`config.mk`:
```
export PLATFORM = sky130hd
export DESIGN_NAME = wdt_service_sequencer
export DESIGN_NICKNAME = d
export VERILOG_FILES = /design/src/rtl/wdt_service_sequencer.sv
export SDC_FILE = /design/constraint.sdc
export NUM_CORES = 1
export LEC_CHECK = 0
export CORE_ASPECT_RATIO = 2
export CORE_MARGIN = 2
export CORE_UTILIZATION = 45
export DETAILED_ROUTE_END_ITERATION = 8
export PLACE_DENSITY = 0.83
export SKIP_CTS_REPAIR_TIMING = 1
export SLEW_MARGIN = 20
export SYNTH_ARGS = -nofsm -noshare
export SYNTH_HDL_FRONTEND = slang
export SYNTH_SLANG_ARGS = --single-unit
```
`constraint.sdc`:
```
create_clock -name ACLK -period 6 [get_ports ACLK]
set_clock_uncertainty 0.1 [all_clocks]
set_input_delay 1.2 -clock ACLK [delete_from_list [all_inputs] [get_ports ACLK]]
set_output_delay 1.2 -clock ACLK [all_outputs]
set_load 0.1 [all_outputs]
```
`src/rtl/wdt_service_sequencer.sv`:
```
// wdt_service_sequencer
//   AXI write master that programs, enables and periodically kicks the
//   watchdog behind the WDT AXI slave (WTOCNT / WDEN / WDLIVE registers).
//   The watchdog can also be disabled on request.
//
// Ports
//   ACLK, ARESET            clock, asynchronous active-high reset
//   start, stop, sw_kick    1-cycle control pulses
//   cfg_tocnt               timeout value, sampled when start is accepted
//   AW*_M, W*_M, B*_M       AXI write channels (single-beat writes only)
//   busy                    top FSM is not in IDLE
//   running                 top FSM is in RUN, KICK_LIVE or KICK_EN
//   err                     sticky; set by a zero-timeout start or BRESP!=0
//   kick_cnt                completed kick pairs, wraps at 0xFFFF
module wdt_service_sequencer #(
    parameter logic [31:0] KICK_PERIOD = 32'd1000,
    parameter logic [7:0]  AXI_ID      = 8'h01,
    parameter logic [31:0] BASE_ADDR   = 32'h1001_0000
) (
    input  logic        ACLK,
    input  logic        ARESET,
    input  logic        start,
    input  logic        stop,
    input  logic        sw_kick,
    input  logic [31:0] cfg_tocnt,
    output logic [7:0]  AWID_M,
    output logic [31:0] AWADDR_M,
    output logic [3:0]  AWLEN_M,
    output logic [2:0]  AWSIZE_M,
    output logic [1:0]  AWBURST_M,
    output logic        AWVALID_M,
    input  logic        AWREADY_M,
    output logic [31:0] WDATA_M,
    output logic [3:0]  WSTRB_M,
    output logic        WLAST_M,
    output logic        WVALID_M,
    input  logic        WREADY_M,
    input  logic [7:0]  BID_M,
    input  logic [1:0]  BRESP_M,
    input  logic        BVALID_M,
    output logic        BREADY_M,
    output logic        busy,
    output logic        running,
    output logic        err,
    output logic [15:0] kick_cnt
);

    typedef enum logic [1:0] {BUS_IDLE, BUS_AW, BUS_W, BUS_B} bus_t;
    typedef enum logic [2:0] {IDLE, CFG_CNT, CFG_EN, RUN, KICK_LIVE, KICK_EN, STOP_LIVE} top_t;

    localparam logic [31:0] ADDR_WDEN   = BASE_ADDR + 32'h100;
    localparam logic [31:0] ADDR_WDLIVE = BASE_ADDR + 32'h200;
    localparam logic [31:0] ADDR_WTOCNT = BASE_ADDR + 32'h300;

    bus_t        r_bus;
    top_t        r_top;
    logic [31:0] r_awaddr;
    logic [31:0] r_wdata;
    logic [31:0] r_tocnt;
    logic [31:0] r_timer;
    logic        r_pend_kick;
    logic        r_pend_stop;
    logic        r_err;
    logic [15:0] r_kick_cnt;

    logic        w_wr_state;
    logic        w_req;
    logic        w_done;
    logic        w_berr;
    logic        w_active;
    logic [31:0] w_addr;
    logic [31:0] w_data;
    logic        w_unused;

    // BID is not checked; single outstanding write makes it redundant.
    assign w_unused = ^BID_M;

    // A write state only ever sees the bus idle in its first cycle: the bus
    // returns to BUS_IDLE on the same edge that the top FSM leaves the state.
    assign w_wr_state = (r_top == CFG_CNT) || (r_top == CFG_EN) || (r_top == KICK_LIVE) ||
                        (r_top == KICK_EN) || (r_top == STOP_LIVE);
    assign w_req      = w_wr_state && (r_bus == BUS_IDLE);
    assign w_done     = (r_bus == BUS_B) && BVALID_M;
    assign w_berr     = w_done && (BRESP_M != 2'b00);

    always_comb begin
        w_addr = 32'd0;
        w_data = 32'd0;
        case (r_top)
            CFG_CNT:   begin w_addr = ADDR_WTOCNT; w_data = r_tocnt; end
            CFG_EN:    begin w_addr = ADDR_WDEN;   w_data = 32'd1;   end
            KICK_LIVE: begin w_addr = ADDR_WDLIVE; w_data = 32'd1;   end
            KICK_EN:   begin w_addr = ADDR_WDEN;   w_data = 32'd1;   end
            STOP_LIVE: begin w_addr = ADDR_WDLIVE; w_data = 32'd1;   end
            default:   begin w_addr = 32'd0;       w_data = 32'd0;   end
        endcase
    end

    // Bus FSM: one single-beat write at a time. Address and data are held
    // from AW issue until the B handshake, and are 0 while idle.
    always_ff @(posedge ACLK or posedge ARESET) begin
        if (ARESET) begin
            r_bus    <= BUS_IDLE;
            r_awaddr <= 32'd0;
            r_wdata  <= 32'd0;
        end else begin
            case (r_bus)
                BUS_IDLE: if (w_req) begin
                    r_bus    <= BUS_AW;
                    r_awaddr <= w_addr;
                    r_wdata  <= w_data;
                end
                BUS_AW: if (AWREADY_M) r_bus <= BUS_W;
                BUS_W:  if (WREADY_M)  r_bus <= BUS_B;
                BUS_B:  if (BVALID_M) begin
                    r_bus    <= BUS_IDLE;
                    r_awaddr <= 32'd0;
                    r_wdata  <= 32'd0;
                end
                default: r_bus <= BUS_IDLE;
            endcase
        end
    end

    // Top FSM
    always_ff @(posedge ACLK or posedge ARESET) begin
        if (ARESET) begin
            r_top       <= IDLE;
            r_tocnt     <= 32'd0;
            r_timer     <= 32'd0;
            r_pend_kick <= 1'b0;
            r_pend_stop <= 1'b0;
            r_err       <= 1'b0;
            r_kick_cnt  <= 16'd0;
        end else begin
            // Pending requests collect in every busy state; stop discards
            // any kick request. State-specific code below may override.
            if (r_top != IDLE) begin
                if (stop) begin
                    r_pend_stop <= 1'b1;
                    r_pend_kick <= 1'b0;
                end else if (sw_kick) begin
                    r_pend_kick <= 1'b1;
                end
            end

            if (w_berr) begin
                // Failed write: abandon the sequence, no further writes.
                r_err       <= 1'b1;
                r_top       <= IDLE;
                r_pend_kick <= 1'b0;
                r_pend_stop <= 1'b0;
            end else begin
                case (r_top)
                    IDLE: begin
                        r_pend_kick <= 1'b0;
                        r_pend_stop <= 1'b0;
                        if (start) begin
                            if (cfg_tocnt == 32'd0) begin
                                // The slave ignores a zero timeout; flag it.
                                r_err <= 1'b1;
                            end else begin
                                r_tocnt    <= cfg_tocnt;
                                r_err      <= 1'b0;
                                r_kick_cnt <= 16'd0;
                                r_top      <= CFG_CNT;
                            end
                        end
                    end
                    CFG_CNT: if (w_done) r_top <= CFG_EN;
                    CFG_EN: if (w_done) begin
                        r_top   <= RUN;
                        r_timer <= KICK_PERIOD - 32'd1;
                    end
                    RUN: begin
                        if (r_pend_stop || stop) begin
                            r_top       <= STOP_LIVE;
                            r_pend_stop <= 1'b0;
                            r_pend_kick <= 1'b0;
                        end else if ((r_timer == 32'd0) || r_pend_kick || sw_kick) begin
                            r_top <= KICK_LIVE;
                        end else begin
                            r_timer <= r_timer - 32'd1;
                        end
                    end
                    // Writing WDLIVE also clears WDEN in the slave, hence the
                    // re-enable write that follows.
                    KICK_LIVE: if (w_done) r_top <= KICK_EN;
                    KICK_EN: if (w_done) begin
                        r_top       <= RUN;
                        r_kick_cnt  <= r_kick_cnt + 16'd1;
                        r_timer     <= KICK_PERIOD - 32'd1;
                        r_pend_kick <= 1'b0;
                    end
                    STOP_LIVE: if (w_done) begin
                        r_top       <= IDLE;
                        r_pend_kick <= 1'b0;
                        r_pend_stop <= 1'b0;
                    end
                    default: r_top <= IDLE;
                endcase
            end
        end
    end

    // Fixed AXI fields are driven only while a transaction is active so
    // that every output is 0 out of reset and between writes.
    assign w_active  = (r_bus != BUS_IDLE);
    assign AWID_M    = w_active ? AXI_ID : 8'd0;
    assign AWADDR_M  = r_awaddr;
    assign AWLEN_M   = 4'd0;
    assign AWSIZE_M  = w_active ? 3'b010 : 3'b000;
    assign AWBURST_M = w_active ? 2'b01 : 2'b00;
    assign AWVALID_M = (r_bus == BUS_AW);
    assign WDATA_M   = r_wdata;
    assign WSTRB_M   = w_active ? 4'hF : 4'h0;
    assign WVALID_M  = (r_bus == BUS_W);
    assign WLAST_M   = WVALID_M;
    assign BREADY_M  = (r_bus == BUS_B);

    assign busy      = (r_top != IDLE);
    assign running   = (r_top == RUN) || (r_top == KICK_LIVE) || (r_top == KICK_EN);
    assign err       = r_err;
    assign kick_cnt  = r_kick_cnt;

endmodule
```
### PDN straps and rails, run 1

Pins as bars on the die edge.
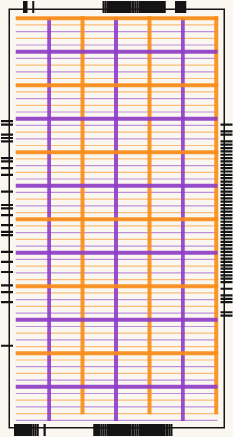
VSS: marked purple. VDD: marked orange.
The core has 60 rows. 158 signal pins sit on the boundary. 6 straps on met4. 12 straps on met5. 61 met1 rails follow the rows.

### Placed cells, one colour a class, run 1

The bar under the picture is 20 um long.
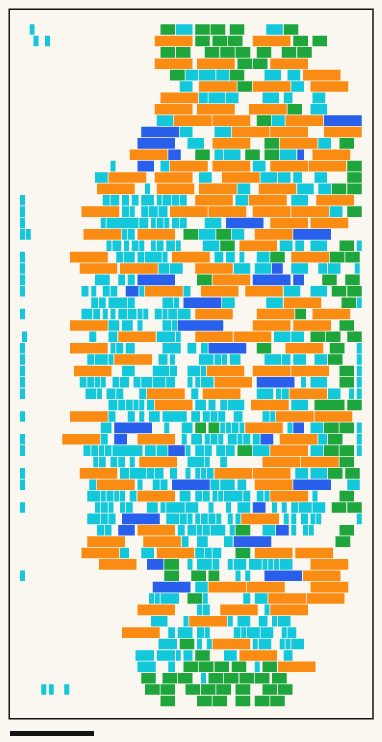
clock drivers and dummy loads: marked blue, cells 32. all other logic: marked cyan, cells 441. flops: marked orange, cells 123. other buffers and delay cells: marked green, cells 112.

==> flow_summary.ini, run 1 <==
; synthesis and place-and-route metrics
[critical_path]
worst_path_max_delay_cell = sky130_fd_sc_hd__clkdlybuf4s50_1
critical_path_peak_fanout = 15
critical_path.top_delay_family = buffers and inverters
worst_setup_path_end_kind = output port
cp_data_required_time_ns = 4.70
timing.critical_path.slowest_cell_delay_ns = 1.18
critPathArrivalTime_ns = 2.78

[floorplanning]
coreArea_sq_um = 13360
die-height_um = 169.2
die_w_um = 86.62
floorplan.die_area_sq_um = 14660

[final_layout]
insertedDiodeCount = 0
area_growth_pct = 25.46
layout_top_cells_excl_fill_tap = sky130_fd_sc_hd__dfrtp_1, sky130_fd_sc_hd__clkdlybuf4s50_1, sky130_fd_sc_hd__nor2_1
fin_cells = 863
design_area_sq_um = 7707
fillCellCount = 1079

[timing]
setup_total_negative_slack_ns = 0
setup_viol_count_final = 0
finalWorstSetupSlack_ns = 1.924
slew_headroom_pct = 26.44
max_slew.worst_pin.slew_ns = 1.093
post-route-min-period_ns = 4.076
timing_max_transition_violations_final = 0
min_period_over_period_pct = 67.93
hold_viol_final = 0
grt_setup_unrepaired = false

[logic_synthesis]
enable_flop_cells = 0
netlist_area_sq_um = 6143
ys_async_sr_fraction_pct = 100.0
synth-cells-yosys = 597
ys_types = 59
flip_flop_cell_with_the_highest_count_after_synthesis = sky130_fd_sc_hd__dfrtp_1
netlist_instances = 597
yosys_warnings = 0

[global_route]
track_usage_pct = 21.71
antenna_found_initial = 0
via_count_of_the_first_global_routing_pass = 4995
largest_net_degree_at_the_start_of_global_routing = 90
grt_overflow = 0

[place]
dpl_cell_area_sq_um = 7104
gp_congestion = 0.9676
port_buffers = 107
place_ws_ns = 1.684

[route]
route.vias.total = 5111
routed.top_layer = met4
routed_wl_um = 15870
drt_iter0_markers = 435
firstDrtPassIters = 6
detail_route.wl_per_cell_um = 18.39
routedLengthMet1_um = 5427

[run_status]
status = finished, final reports clean

[clocking]
cts_num_sinks = 123
cts_buffers = 17
cts.path.max_buffers = 2
cts_max_level = 4

[worst_hold_path]
hold_path_class = reg2reg

[job]
cap_viol_max_count = 0
### Clock network drawn from the DEF, run 1

The bar under the picture is 20 um long.
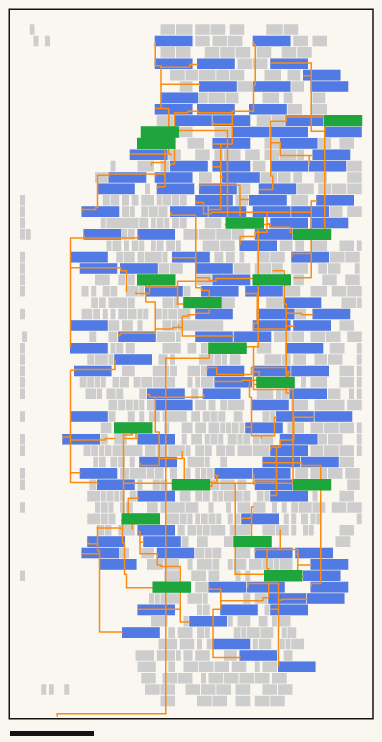
cells driving clock nets: marked green, count 17. flip-flops: marked blue, count 123. clock wires: marked orange, length 1620 um.
There are 18 routed clock nets.

==> run 1: synthesized netlist by cell type (all sizes together), types with 2 or more instances <==
cell type / n / area, sq um
a21oi: 29 / 145.1
a22o: 30 / 262.8
a31oi: 10 / 62.56
and4: 2 / 17.52
buf: 62 / 460.4
clkbuf: 12 / 45.04
dfrtp: 123 / 3078
ha: 8 / 100.1
inv: 15 / 56.30
mux2: 33 / 371.6
mux2i: 3 / 30.03
nand2: 42 / 165.2
nand2b: 4 / 25.02
nand3: 13 / 65.06
nand4: 10 / 62.56
nor2: 62 / 242.7
nor3: 16 / 80.08
nor4: 17 / 127.6
o21a: 4 / 30.03
o21ai: 42 / 221.5
o21bai: 2 / 15.01
o22ai: 4 / 25.02
o311ai: 2 / 17.52
o31ai: 8 / 60.06
o41ai: 5 / 43.79
or3: 4 / 25.02
or4: 3 / 26.27
xnor2: 7 / 61.31
xor2: 7 / 61.31
==> run 1: path summary, 6_finish.rpt <==
| path | start | end | slack, ns | cells after the start |
|---|---|---|---|---|
| setup reg to reg | r_bus[1]$_DFFE_PP0P_ | r_timer[18]$_DFFE_PP0P_ | 2.83 | 7 |
| min in group asynchronous | ARESET | WDATA_M[0]$_DFFE_PP0P_ | 1.22 | 2 |
| max in group asynchronous | ARESET | r_tocnt[18]$_DFFE_PP0P_ | 3.61 | 3 |
| hold reg to reg | AWADDR_M[8]$_DFFE_PP0P_ | AWADDR_M[8]$_DFFE_PP0P_ | 0.39 | 1 |
| hold / removal | AWADDR_M[8]$_DFFE_PP0P_ | AWADDR_M[8]$_DFFE_PP0P_ | 0.39 | 1 |
| setup / recovery | r_top[0]$_DFFE_PP0P_ | running | 1.92 | 3 |
==> run 1: area by class of cell <==
type                    count  area (sq um)  share of cell area, %
repair buffers            112          1121                  14.55
inverters                  15         61.31                 0.7955
clock buffers              17         425.4                  5.519
multi-input cells         426          2673                  34.68
flip-flops and latches    123          3078                  39.94
well taps                 155         193.9                  2.516
clock inverters            15         155.1                  2.013
==> run 1: routing by layer <==
metal,up-vias,track usage (%)
li1,2272,-
met4,0,11.35
met1,2546,22.18
met3,63,4.475
met5,-,0
met2,230,40.17
==> run 1: registers in the layout (all words and copies together), names as in the netlist <==
signal / count
WDATA_M: 32
AWADDR_M: 3
r_pend_stop: 1
kick_cnt: 16
r_pend_kick: 1
r_tocnt: 32
r_bus: 2
r_top: 3
r_timer: 32
err: 1
==> run 1: logic make-up (layout without fill, tap and decap cells) <==
| group | Yosys count | in the layout | synth area share (%) |
|---|---|---|---|
| AND/OR/NAND/NOR | 181 | 181 | 14.81 |
| AND-OR/OR-AND | 145 | 145 | 15.72 |
| flip-flops | 123 | 123 | 50.10 |
| buffers and inverters | 89 | 159 | 9.144 |
| multiplexers | 36 | 36 | 6.538 |
| XOR/XNOR | 14 | 14 | 1.996 |
| adder cells (fa/ha/maj) | 8 | 8 | 1.629 |
| other | 1 | 42 | 0.06104 |
### Wiring by layer, run 1

Two of the layers only.
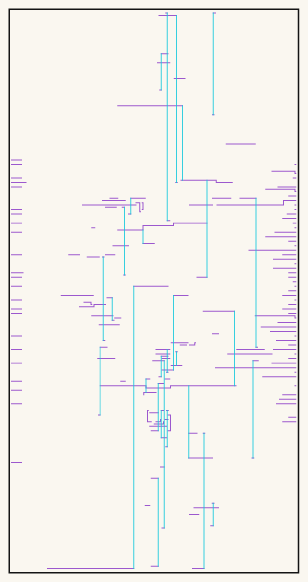

==> run 2, diff against run 1 <==
==> constraint.sdc (replaced) <==
create_clock -name ACLK -period 4.11 [get_ports ACLK]
set_clock_uncertainty 0.1 [all_clocks]
set_input_delay 0.822 -clock ACLK [delete_from_list [all_inputs] [get_ports ACLK]]
set_output_delay 0.822 -clock ACLK [all_outputs]
set_load 0.1 [all_outputs]
### Wiring by layer, run 2

Two of the layers only.
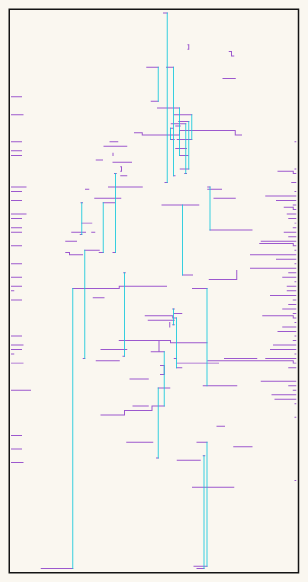
met3: marked purple, wire length 746 um. met4: marked cyan, wire length 530 um.

### Clock network drawn from the DEF, run 2

The bar under the picture is 20 um long.
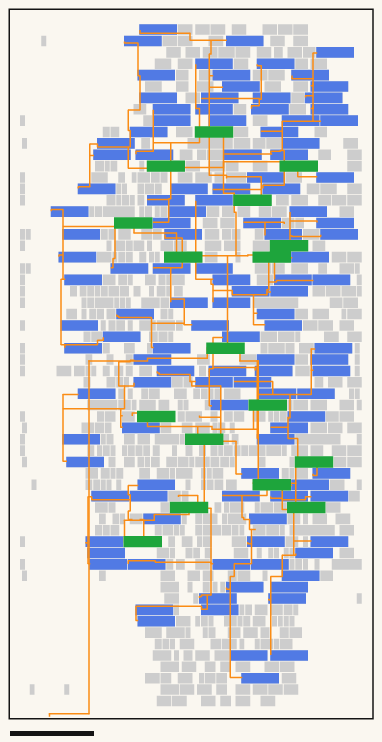
clock wires: marked orange, length 1590 um. flip-flops: marked blue, count 123. cells driving clock nets: marked green, count 17.
Position of the flops: widely spread.

==> flow_summary.ini, run 2 <==
; synthesis and place-and-route metrics
[run_status]
status = finished, final reports clean

[logic_synthesis]
netlist_area_sq_um = 6143
synthDominantCellAreaShare_pct = 50.10
yosys_warnings = 0
common_cells = sky130_fd_sc_hd__dfrtp_1, sky130_fd_sc_hd__nor2_1, sky130_fd_sc_hd__buf_4
synthesized_chip_area_reported_by_yosys_sq_um = 6143
yosys.cell_count.top_type = sky130_fd_sc_hd__dfrtp_1
flip_flop_cell_with_the_highest_count_after_synthesis = sky130_fd_sc_hd__dfrtp_1
enable_flop_cells = 0
netlist_top_cells_area = sky130_fd_sc_hd__dfrtp_1, sky130_fd_sc_hd__buf_4, sky130_fd_sc_hd__mux2_2
synth_flops = 123
netlist_instances = 597
synth-cells-yosys = 597
post-synth-top-area-cell = sky130_fd_sc_hd__dfrtp_1
avgSynthCellArea_sq_um = 10.29
ys_types = 59
ys_async_sr_fraction_pct = 100.0
sequential_area_share_after_synthesis_pct = 50.10

[clocking]
cts_num_sinks = 123
cts_max_level = 4
cts.path.max_buffers = 2
cts_buffers = 17
clk_transition_reported_paths_ns = 0.06
cts.root.buffer_cell = sky130_fd_sc_hd__clkbuf_16
tritoncts = yes
clkLatencyLatePin_ns = 0.42

[job]
cap_viol_max_count = 0
log.warning_count = 41

[floorplanning]
boundaryPins = 158
floorplan.die_area_sq_um = 14660
placementRows = 60
die-height_um = 169.2
die_w_um = 86.62
fp-utilization_pct = 45.97
coreArea_sq_um = 13360

[final_layout]
sequential_cell_area_sq_um = 3078
final_common_cell = sky130_fd_sc_hd__dfrtp_1
insertedDiodeCount = 0
design.final.nets = 755
design_area_sq_um = 7769
final_core_util_pct = 58.14
final_layout_size_suffix_gt1_share_pct = 13.10
layout_top_cells_excl_fill_tap = sky130_fd_sc_hd__dfrtp_1, sky130_fd_sc_hd__clkdlybuf4s50_1, sky130_fd_sc_hd__nor2_1
combinational_gate_area_sq_um = 2673
fillCellCount = 1085
area_growth_pct = 26.46

[critical_path]
cp_data_required_time_ns = 3.19
worst_setup_path_end_kind = output port
critical_path_peak_fanout = 15
timing_worst_setup_path_type = reg2out
start_kind = register
critPathArrivalTime_ns = 2.70

[timing]
max_slew.worst_pin.slew_ns = 1.042
timing_max_transition_violations_final = 0
hold_viol_final = 0
slew_headroom_pct = 30.31
min_period_over_period_pct = 88.01
post-route-min-period_ns = 3.617
setup_total_negative_slack_ns = 0
setup_viol_count_final = 0
grt_setup_unrepaired = false
max_freq_mhz = 276.4

[place]
port_buffers = 107
dpl_cell_area_sq_um = 7121
dpl.hpwl_um = 10910
gp_congestion = 0.9472

[route]
ant_nets = 0
route.vias.total = 5036
detail_route.wl_per_cell_um = 18.22
firstDrtPassIters = 5
drt_iter0_markers = 350
detail_route.drc_violations = 0
routed_wl_um = 15760
detail_route.vias_per_cell = 5.822

[global_route]
antenna_found_initial = 0
first_pass_grt_wire_length_um = 25560
largest_net_degree_at_the_start_of_global_routing = 124
grt_overflow = 0
via_count_of_the_first_global_routing_pass = 5128
track_usage_pct = 22.20

[worst_hold_path]
hold_path_class = reg2reg
==> run 2: area by class of cell <==
class                   count  share of cell area [%]
clock buffers              18                   5.653
well taps                 155                   2.496
clock inverters            14                   2.690
flip-flops and latches    123                   39.62
multi-input cells         426                   34.40
inverters                  15                  0.7731
repair buffers            114                   14.37
==> run 2: per-stage QoR <==
step	std cells	worst slack, ns	hold slack (ns)
6_report	865	0.4926	0.3866
5_1_grt	865	0.3761	0.4137
4_1_cts	865	0.5201	0.3910
3_5_place_dp	833	0.6532	0.3787
3_3_place_gp	833	0.7299	0.3707
2_1_floorplan	638	0.9985	0.3530
==> run 2: worst paths after layout <==
kind / end / start / slack, ns / cells after the start
max: busy / r_top[0]$_DFFE_PP0P_ / 0.49 / 3
min: r_timer[17]$_DFFE_PP0P_ / r_timer[17]$_DFFE_PP0P_ / 0.39 / 2
max reg2reg: r_timer[21]$_DFFE_PP0P_ / r_timer[22]$_DFFE_PP0P_ / 1.10 / 6
min reg2reg: r_timer[17]$_DFFE_PP0P_ / r_timer[17]$_DFFE_PP0P_ / 0.39 / 2
max in group asynchronous: r_tocnt[5]$_DFFE_PP0P_ / ARESET / 2.51 / 3
min in group asynchronous: kick_cnt[13]$_DFFE_PP0P_ / ARESET / 0.81 / 3
==> run 2: logic make-up (layout without fill, tap and decap cells) <==
| family | after synthesis | after routing | share of synthesized area (%) |
|---|---|---|---|
| DFF | 123 | 123 | 50.10 |
| AOI/OAI and AO/OA | 145 | 145 | 15.72 |
| muxes | 36 | 36 | 6.538 |
| buffers and inverters | 89 | 161 | 9.144 |
| and+or+nand+nor | 181 | 181 | 14.81 |
| other | 1 | 42 | 0.06104 |
| adders and majority gates | 8 | 8 | 1.629 |
| xor gates and xnor gates | 14 | 14 | 1.996 |
==> run 2: per-layer routing <==
metal | part of all wire, % | GRT usage, %
met5 | 0 | 0
met2 | 58 | 41.84
met4 | 3.4 | 9.783
met1 | 34 | 22.66
met3 | 4.7 | 4.815
==> run 2: critical path, cell delays in order (launching register included) <==
cell                              delay, ns
sky130_fd_sc_hd__dfrtp_1               0.55
sky130_fd_sc_hd__nor3_1                0.48
sky130_fd_sc_hd__inv_1                 0.22
sky130_fd_sc_hd__clkdlybuf4s50_1       1.03
